--- config.mk ---
export PLATFORM = sky130hd
export DESIGN_NAME = can_bit_timing
export DESIGN_NICKNAME = d
export VERILOG_FILES = /design/src/rtl/can_bit_timing.sv
export SDC_FILE = /design/constraint.sdc
export NUM_CORES = 1
export LEC_CHECK = 0
export ABC_CLOCK_PERIOD_IN_PS = 5000
export CORE_ASPECT_RATIO = 0.7
export CORE_MARGIN = 3
export CORE_UTILIZATION = 50
export CTS_CLUSTER_DIAMETER = 150
export DETAILED_ROUTE_END_ITERATION = 10
export GPL_TIMING_DRIVEN = 0
export PLACE_DENSITY_LB_ADDON = 0.2
export SYNTH_ARGS = -nofsm -noshare
export SYNTH_HDL_FRONTEND = slang
export SYNTH_SLANG_ARGS = --single-unit
--- constraint.sdc ---
create_clock -name clk -period 5 [get_ports clk]
set_input_delay 1.25 -clock clk [delete_from_list [all_inputs] [get_ports clk]]
set_output_delay 1.25 -clock clk [all_outputs]
set_load 0.05 [all_outputs]
--- src/rtl/can_bit_timing.sv ---
// CAN bit-timing stage: splits clk into time quanta, samples RX once per bit and
// keeps the bit grid aligned to bus edges via hard sync and bounded resync.
module can_bit_timing #(
    parameter int BRP   = 1,
    parameter int TSEG1 = 3,
    parameter int TSEG2 = 2,
    parameter int SJW   = 1
) (
    input  logic clk,
    input  logic rst,
    input  logic rx_raw,
    input  logic bus_idle,
    output logic rx_bit,
    output logic sample_point,
    output logic tx_point,
    output logic hard_sync
);

    localparam int PW = (BRP > 1) ? $clog2(BRP) : 1;
    localparam int IW = $clog2(TSEG1 + SJW + TSEG2 + 2);

    localparam logic [PW-1:0] PMAX = PW'(BRP - 1);
    localparam logic [PW-1:0] PONE = PW'(1);
    localparam logic [IW-1:0] IONE = IW'(1);
    localparam logic [IW-1:0] T1M1 = IW'(TSEG1 - 1);
    localparam logic [IW-1:0] T2   = IW'(TSEG2);
    localparam logic [IW-1:0] SJWV = IW'(SJW);
    localparam logic [IW-1:0] E2N  = IW'(TSEG2 - 1);
    localparam logic [IW-1:0] E2S  = IW'(TSEG2 - SJW - 1);

    typedef enum logic [1:0] {
        ST_SYNC,
        ST_SEG1,
        ST_SEG2
    } state_t;

    logic          sync1_q, sync1_d, sync2_q, sync2_d, prev_q, prev_d;
    logic          last_q, last_d, rx_bit_q, rx_bit_d;
    logic          sp_q, sp_d, tx_q, tx_d, hs_q, hs_d;
    logic          rdone_q, rdone_d, shrt_q, shrt_d;
    logic [PW-1:0] pre_q, pre_d;
    logic [IW-1:0] idx_q, idx_d, ext_q, ext_d;
    state_t        state_q, state_d;

    logic          rx_s, fall, tq_tick, hs_ev, rs_ev, jump, shrt_v;
    logic [IW-1:0] ext_v;

    assign rx_s    = sync2_q;
    assign fall    = !rx_s && prev_q;
    assign tq_tick = (pre_q == PMAX);
    assign hs_ev   = fall && bus_idle;
    assign rs_ev   = fall && !bus_idle && last_q && !rdone_q;

    always_comb begin
        sync1_d  = rx_raw;
        sync2_d  = sync1_q;
        prev_d   = sync2_q;
        last_d   = last_q;
        rx_bit_d = rx_bit_q;
        sp_d     = 1'b0;
        tx_d     = 1'b0;
        hs_d     = 1'b0;
        rdone_d  = rdone_q;
        shrt_d   = shrt_q;
        ext_d    = ext_q;
        idx_d    = idx_q;
        state_d  = state_q;
        pre_d    = tq_tick ? '0 : pre_q + PONE;
        ext_v    = ext_q;
        shrt_v   = shrt_q;
        jump     = 1'b0;

        if (hs_ev) begin
            state_d = ST_SYNC;
            idx_d   = '0;
            pre_d   = '0;
            ext_d   = '0;
            shrt_d  = 1'b0;
            hs_d    = 1'b1;
            tx_d    = 1'b1;
            rdone_d = 1'b1;
        end else begin
            // Phase error is judged on the tq index before this cycle's tick.
            if (rs_ev) begin
                rdone_d = 1'b1;
                unique case (state_q)
                    ST_SEG1: ext_v = (idx_q + IONE > SJWV) ? SJWV : idx_q + IONE;
                    ST_SEG2: begin
                        if (T2 - idx_q <= SJWV) jump = 1'b1;
                        else shrt_v = 1'b1;
                    end
                    default: ;
                endcase
            end
            ext_d  = ext_v;
            shrt_d = shrt_v;

            if (jump) begin
                state_d = ST_SYNC;
                idx_d   = '0;
                pre_d   = '0;
                ext_d   = '0;
                shrt_d  = 1'b0;
                tx_d    = 1'b1;
            end else if (tq_tick) begin
                unique case (state_q)
                    ST_SYNC: begin
                        state_d = ST_SEG1;
                        idx_d   = '0;
                    end
                    ST_SEG1: begin
                        if (idx_q >= T1M1 + ext_v) begin
                            state_d  = ST_SEG2;
                            idx_d    = '0;
                            sp_d     = 1'b1;
                            rx_bit_d = rx_s;
                            last_d   = rx_s;
                            rdone_d  = 1'b0;
                        end else begin
                            idx_d = idx_q + IONE;
                        end
                    end
                    ST_SEG2: begin
                        if (idx_q >= (shrt_v ? E2S : E2N)) begin
                            state_d = ST_SYNC;
                            idx_d   = '0;
                            ext_d   = '0;
                            shrt_d  = 1'b0;
                            tx_d    = 1'b1;
                        end else begin
                            idx_d = idx_q + IONE;
                        end
                    end
                    default: state_d = ST_SYNC;
                endcase
            end
        end
    end

    always_ff @(posedge clk) begin
        if (!rst) begin
            sync1_q  <= 1'b1;
            sync2_q  <= 1'b1;
            prev_q   <= 1'b1;
            last_q   <= 1'b1;
            rx_bit_q <= 1'b1;
            sp_q     <= 1'b0;
            tx_q     <= 1'b0;
            hs_q     <= 1'b0;
            rdone_q  <= 1'b0;
            shrt_q   <= 1'b0;
            pre_q    <= '0;
            idx_q    <= '0;
            ext_q    <= '0;
            state_q  <= ST_SYNC;
        end else begin
            sync1_q  <= sync1_d;
            sync2_q  <= sync2_d;
            prev_q   <= prev_d;
            last_q   <= last_d;
            rx_bit_q <= rx_bit_d;
            sp_q     <= sp_d;
            tx_q     <= tx_d;
            hs_q     <= hs_d;
            rdone_q  <= rdone_d;
            shrt_q   <= shrt_d;
            pre_q    <= pre_d;
            idx_q    <= idx_d;
            ext_q    <= ext_d;
            state_q  <= state_d;
        end
    end

    assign rx_bit       = rx_bit_q;
    assign sample_point = sp_q;
    assign tx_point     = tx_q;
    assign hard_sync    = hs_q;

endmodule

Run 1, nets reached from selected ports:
Bar = 20 um.
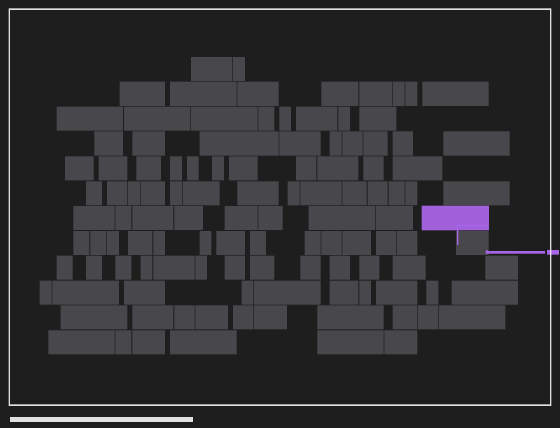
tx_point: in purple, direction output, edge right, end cells 1, buffers 1, wire 11.6 um.

Run 1, routed metal, one color a layer:
Only two layers are drawn.
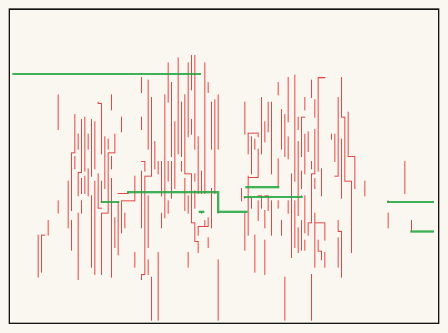
met3: in green, wire length 68.7 um. met2: in red, wire length 865 um.

Run 1, cell density map:
Bar = 20 um. 12 x 9 tiles, from white (low) to dark blue (high), 0 to 100% covered.
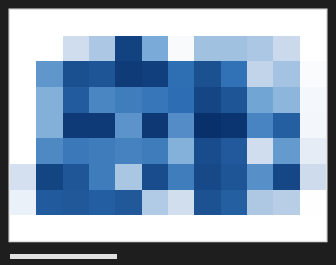
30% of the tiles are nearly empty. 28% of the tiles are over 75% full. The mean over all tiles is 43%.
core area: 1710 um2
Util after Layout: 65.4%
Init Core Util: 57.7%

==> impl_metrics.tcl, run 1 <==
# implementation run metrics
set metrics [dict create \
    clock.latency.late_pin_ns 0.30 \
    layout-drive-gt1-share_pct 13.2 \
    outcome "complete, no violations" \
    yosys_area_um2 987 \
    swShare_pct 24.7 \
    drv_slew 0 \
    antenna_found_initial 0 \
    ios 8 \
    power-top-group "registers" \
    seq-power_mw 0.151 \
    drt_pass1_iterations 4 \
    postCtsResizedCells 0 \
    worstHoldPathType "reg2reg" \
    post-cts-setup-buffers 0 \
    power_frac_clock_pct 32.9 \
    placed_area_um2 1080 \
    timing.critical_path.buf_inv 1 \
    setup_tns_ns 0 \
    finalCritPeriodShare_pct 72.9 \
    grt_start_max_net_pins 11 \
    synth_stat.cells 103 \
    antenna_cells 0 \
]
==> run 1: metal layers <==
layer  vias to the layer above  track usage [%]  wire length [um]
li1                        387                -                 -
met2                        10             27.5               864
met1                       349             24.3               931
met5                         -                0                 0
met4                         0             4.07                22
met3                         4             6.38                68
==> run 1: area by class of cell <==
cell class,instances,area [um2],area share (%)
well taps,21,26.3,2.35
multi-input cells,77,597,53.3
clock buffers,4,36.3,3.24
repair buffers,7,70.1,6.26
inverters,8,30.0,2.68
flip-flops and latches,18,360,32.2
==> run 1: worst paths after layout <==
kind,start,end,cells past startpoint
hold reg to reg,sync1_q,prev_d,1
setup reg to reg,idx_q[0],rx_bit,10
setup / recovery,bus_idle,rx_bit,10
hold / removal,sync1_q,prev_d,1
==> run 1: cell usage after synthesis (all sizes together) (2+ instances only) <==
cell / number / area, um2
nand2b: 3 / 18.8
ha: 12 / 150
nand3: 3 / 15.0
a21oi: 5 / 28.8
nand3b: 2 / 18.8
a211oi: 2 / 15.0
inv: 8 / 30.0
dfxtp: 18 / 360
a31oi: 3 / 18.8
mux2: 2 / 22.5
nor2: 7 / 26.3
and3: 2 / 12.5
o21ai: 5 / 25.0
a211o: 2 / 17.5
nand2: 7 / 28.8
nor2b: 5 / 31.3
o211ai: 2 / 15.0
==> run 1: registers in the layout, summed over array words and instances, names as in the netlist <==
name / flops
ext_q: 3
idx_q: 3
state_q: 2
hard_sync: 1
pre_q: 1
prev_d: 1
prev_q: 1
rdone_q: 1
rx_bit: 1
sample_point: 1
shrt_q: 1
sync1_q: 1
tx_point: 1
Run 1, met1 routing:
Supply wires on this layer in gray.
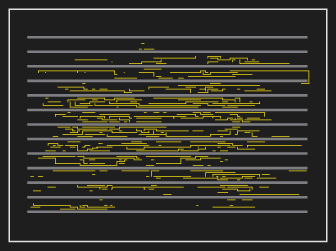

==> run 2, diff against run 1 <==
- ABC_CLOCK_PERIOD_IN_PS: 5000 -> 3150
- clock period: 5 -> 3.15 ns (I/O delays scaled with it)
Run 2, met1 routing:
Supply wires on this layer in gray.
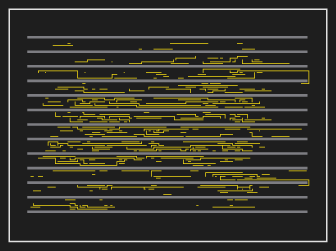
The layer carries 980 um of wire. The wires run mostly horizontal. The longest straight run is 15.2 um.

Run 2, cell density map:
Bar = 20 um. 12 x 9 tiles, from white (low) to dark blue (high), 0 to 100% covered.
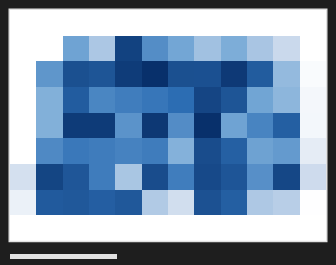
The densest ninth of the die: center. The mean over all tiles is 45%. 30% of the tiles are nearly empty. The fullest tile reaches 100%. 30% of the tiles are over 75% full.
Util after Layout: 68.1%

Run 2, nets reached from selected ports:
Bar = 20 um.
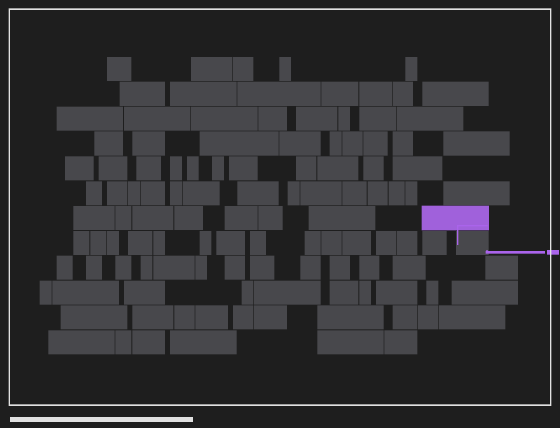
PortBufs: 7
I/O pin total: 8

==> impl_metrics.tcl, run 2 <==
# implementation run metrics
set metrics [dict create \
    antenna_cells 0 \
    top_cells_by_area "dfxtp_1, ha_1, nor2b_1, inv_1, nor2_1" \
    grtUsageMet2_pct 27.5 \
    outcome "complete, no violations" \
    dr.max_layer_used "met4" \
    synth.top_cell.area_share_pct 36.5 \
    placed_area_um2 1080 \
    synthTopCellsByCount "dfxtp_1, ha_1, inv_1" \
    biggestRegsByFlops "ext_q x3, idx_q x3, state_q x2" \
    met3WireLength_um 91 \
    antenna_found_initial 0 \
    fp_util_pct 57.7 \
    core_area_um2 1710 \
    swShare_pct 25.3 \
    worstHoldPathType "reg2reg" \
    grt_start_max_net_pins 11 \
    drt_pass1_iterations 4 \
    yosysTopAreaCell "dfxtp_1" \
    intPower_mw 0.329 \
    hold_path.startpoint "sync1_q" \
    syn-num-nets 119 \
    synth.most_common_cell "dfxtp_1" \
    synth_stat.cells 103 \
    power_frac_clock_pct 32.6 \
    busiest_layer "met2" \
    wirelength_met1_um 979 \
    r2r_start "idx_q[0]" \
    met2_length_um 911 \
    finalCritPeriodShare_pct 95.8 \
    drv_slew 0 \
]
## run 2: cell type report
class,instances,area [um2]
multi-input combinational,77,627
fill,140,547
sequential,18,360
inverter,8,30.0
tap,21,26.3
timing repair buffer,9,85.1
clock buffer,4,36.3
## run 2: path summary, 6_finish.rpt
kind,end,slack [ns],cells past startpoint
worst max-delay path,idx_q[2],0.13,10
worst min-delay path,prev_d,0.42,1
worst max register to register,idx_q[2],0.35,10
worst min register to register,prev_d,0.42,1
## run 2: cell families after synthesis
kind of cell / synth area share, %
xor+xnor: 0.887
fa+ha+maj: 15.2
other cells: 0.380
flops: 36.5
compound gates: 19.5
buf+inv: 3.04
simple gates: 21.2
mux: 3.30
## run 2: what timing repair did
| item | in CTS | in global routing |
|---|---|---|
| hold endpoints to repair | 0 | 0 |
| setup endpoints to repair | 0 | 7 |
| setup buffers | 0 | 2 |
| resized | 0 | 6 |
## run 2: worst max-delay path, stage by stage
cell,delay [ns]
clkdlybuf4s50_1,0.42
and4bb_2,0.38
nand3b_4,0.11
mux2i_1,0.15
mux2_2,0.30
ha_4,0.28
nand2_2,0.07
o211ai_1,0.35
a211oi_1,0.13
o2111a_1,0.25
## run 2: metrics by stage
step                      setup WS [ns]  TNS (ns)
after global routing            -0.0138   -0.0293
after floorplan                   0.313         0
after CTS                        0.0117         0
after global placement           -0.287     -1.17
after detailed placement         -0.308     -1.32
final                             0.131         0
## run 2: power by group through the flow
| stage | logic, mW | registers [mW] | clock network [mW] |
|---|---|---|---|
| 2_1_floorplan | 0.0354 | 0.245 | 0 |
| 3_3_place_gp | 0.0490 | 0.245 | 0 |
| 3_5_place_dp | 0.0500 | 0.245 | 0 |
| 4_1_cts | 0.0513 | 0.240 | 0.145 |
| 5_1_grt | 0.0635 | 0.241 | 0.157 |
| 6_report | 0.0571 | 0.240 | 0.144 |
Power and IR drop assume default switching activity.
